Design cache_status_table_flat, sky130hd; sources not shown.
Figure 1. Routed clock nets over the placement.
Bar = 100 µm.
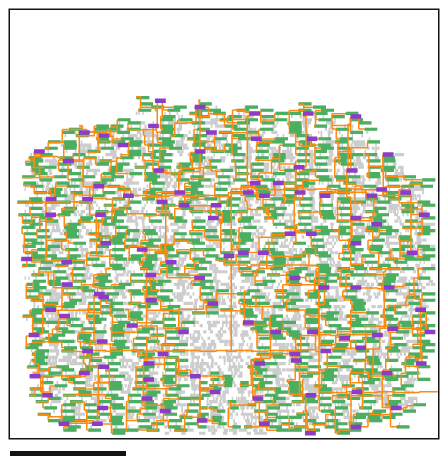
Green marks flip-flops, count 1,056. Orange marks clock wires, length 13,200 µm. Purple marks cells driving clock nets, count 109.
There are 110 routed clock nets.
clock power share: 43.3%
Worst-Skew Late Latency: 0.72 ns

Figure 2. Sequential cells colored by netlist name.
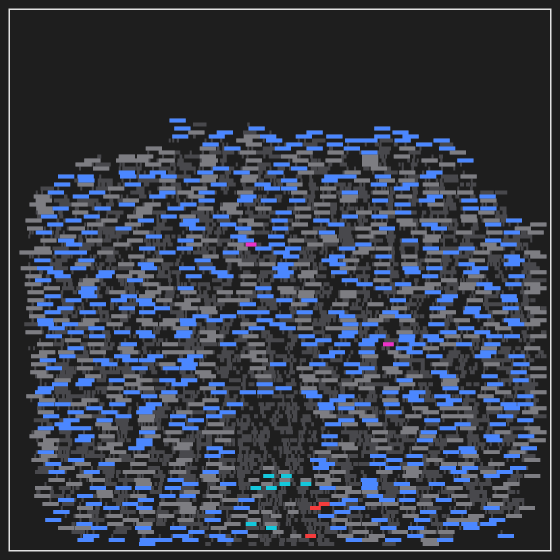
Cyan marks u_core/ptr_q, flops 8, where bottom middle. Red marks u_core/state_q, flops 3. Blue marks u_core/dirty_q, flops 512. Magenta marks u_core/bus.rd_dirty_o, flops 2.
Another 531 sequential cells are not colored.
flop share of the area: 54.9%
Core Util, Final: 43.5%
sequential power: 1.68 mW
Register Area: 31,400 µm²

==> Slide: Implementation Results <==
Implementation Results

Power
  – Static Leak: around 19 nW
  – PwrDens: 58.4 nW/µm²
  – Worst vdd ir: 0.0000441 V
  – Total power: 3.34 mW

Final timing
  – Fmax: 0.0875 GHz
  – Cycle use final: 39.9%
  – Unrepaired setup endpoints after global routing: false
  – Crit path time final: roughly 11 ns
  – Fin worst setup slack: 17.18 ns
  – Worst-Margin Slew: 1.39 ns
  – Hold Fails Final Rpt: 0
  – Final slew viol count: 0
  – Clk_skew: 0.0193 ns
  – Hold WS: 0.484 ns
  – Rel. slew slack: 7.48%
  – Setup_tns: 0 ns
  – Setup Viol. Count Final: 0

Setup path
  – Req. time, crit path: approximately 29 ns
  – Reg2Reg Depth: 15
  – Worst Path Max Fanout: 84
  – Worst R2R Setup Slack: roughly 22 ns
  – Crit. End Element: flop
  – Setup Crit Path Kind: in -> reg
  – Critical Path Start Type: input pin
  – Arrival @ worst endpoint: 11.83 ns

Clock network
  – Clock tree buffer depth: 3
  – Max H-tree Level: 3
  – Post_cts resized: 0
  – Post-CTS Setup Inserts: 0
  – Cts bufs inserted: 109
  – Clk slew on worst S/H paths: 0.06 ns
  – Clk sinks: 1,056
  – Post-CTS Hold Buffers: 0
  – Root Driver: clkbuf_16
  – TritonCTS clock tree: yes

Global route
  – GRT Residual Overflow: 0
  – Gr busiest metal: met2
  – GRT Total Usage: 27.3%
  – Initial antenna violation count: 7
  – Largest net degree at the start of global routing: 257
  – Met3 Usage GRT: 7.31%
  – GR Util met1: 36.0%
  – Met2 Usage GRT: 41.8%
  – First-pass GRT wire length: 267,000 µm

Placed design
  – HPWL after DPL: roughly 110,000 µm
  – Placed insts: ~5,800
  – Placement Cell Area: 53,500 µm²
  – GPL Wtd Cong: 0.923
  – Port Buffers: 32
  – Setup WS pre-CTS: 16.58 ns

Layout
  – Layout cells sized above 1: a little over an eighth
  – Fin area: around 57,000 µm²
  – Area grow syn2layout: 10.8%
  – Final Non-Filler Cells: 6,043
  – Final nets: 4,207

Yosys
  – Synthesis warning total: 6
  – Yosys top cell by area: edfxtp_1
  – EDFF count, synth: 1,024
  – Post-Synthesis Cell Area: 51,600 µm²
  – Synth flops: 1,056
  – Synthesized chip area reported by yosys: 51,600 µm²
  – Unique cell types: around 75
  – Top FF cell, synth: edfxtp_1
  – Synth async-reset ratio: 0%
  – Most frequent cell after synthesis: nor2_1
  – Synth Instances: 4,299
  – Seq/Total Area, Yosys: 60.9%
  – Post-Syn Nets: 4,316
  – Area share, top type: 59.6%
  – Synth area leaders: edfxtp_1 60%, mux4_2 8.1%, nor2_1 7.8%, mux2i_1 3.2%, o211ai_1 3.0%
  – Commonest cells in the synthesized netlist: 1,073 x nor2_1, 1,024 x edfxtp_1, 333 x nand2_1
  – Mapped Avg Cell Area: 12.0 µm²
  – Cells in synth_stat.txt: 4,299

Outcome
  – Outcome: finished clean

Floorplanning
  – Chip Area: between 100,000 and 150,000 µm²
  – Site row count: between 100 and 150
  – Floorplan-stage core utilization: 39.3%
  – IO Pins: 33
  – Die y size: 368 µm
  – Die width: 368 µm
  – Total core area: between 100,000 and 150,000 µm²

Detailed routing
  – Via count: about 39,000
  – Post-DR vias/cell: 6.46
  – Drc violations: 0
  – DRT Pass-1 Iters: 6
  – Drt initial violations: 6,224
  – Detail Route Antenna Nets: 0
  – Routed len/inst: 31.3 µm
  – WL final: between 150,000 and 200,000 µm

Job
  – Tool warnings: approximately 43
  – Max-cap violation count: 0

Hold path
  – Hold Crit Class: reg -> reg
  – Cells on Worst Hold Path: 2
[worst max-delay path, cell delays in order]
cell and delay (ns):
buf_8 0.54, buf_4 0.69, buf_4 0.79, mux2i_1 0.51
a21oi_1 0.37, nor2b_1 0.43, nand2_2 0.56, buf_4 0.52
nor2_1 0.17
[power by group]
part           internal (mW)  switching, mW  leakage (nW)
Combinational         0.0520          0.164          5.23
Clock                  0.828          0.617          1.76
Sequential              1.67        0.00683          11.9
Total                   2.55          0.788          18.9
[cell usage in the layout, fill, tap and decap left out, types with 20 or more instances in the layout]
cell type,n
mux4_2,185
a31oi_1,32
nand2_2,33
mux2i_1,167
clkbuf_16,114
nand3_1,250
a22o_1,24
clkdlybuf4s50_1,29
clkinv_2,23
edfxtp_1,1024
buf_4,108
and3_1,26
a21oi_1,31
a22oi_1,70
a221oi_1,32
nand2_1,316
clkbuf_1,21
dfxtp_1,27
nand4_1,52
o211ai_1,206
o21ai_0,112
clkinv_1,20
o2111ai_1,20
o22ai_1,23
nor2_1,1065
[cell type report]
type	count	area, µm²
antenna	7	17.5
multi-input combinational	2863	18700
timing repair buffer	145	1240
clock inverter	58	529
tap	1755	2200
fill	12100	74100
inverter	15	56.3
sequential	1056	31400
clock buffer	144	3050
[cell families (layout without fill, tap and decap cells)]
family / Yosys count / in the layout / synth area share, %
xor gates and xnor gates: 6 / 6 / 0.102
adders and majority gates: 1 / 1 / 0.0243
muxes: 361 / 361 / 11.5
and+or+nand+nor: 1854 / 1854 / 15.3
DFF: 1056 / 1056 / 60.9
buffers and inverters: 380 / 362 / 3.31
other: 0 / 7 / 0
AOI/OAI and AO/OA: 641 / 641 / 8.89
[metal layers]
metal	share of wire, %	wire length (µm)
met1	37	69600
met4	5.7	10900
met5	0.014	27
met3	13	25000
met2	44	83900
Power is estimated from default activity; no workload was simulated.
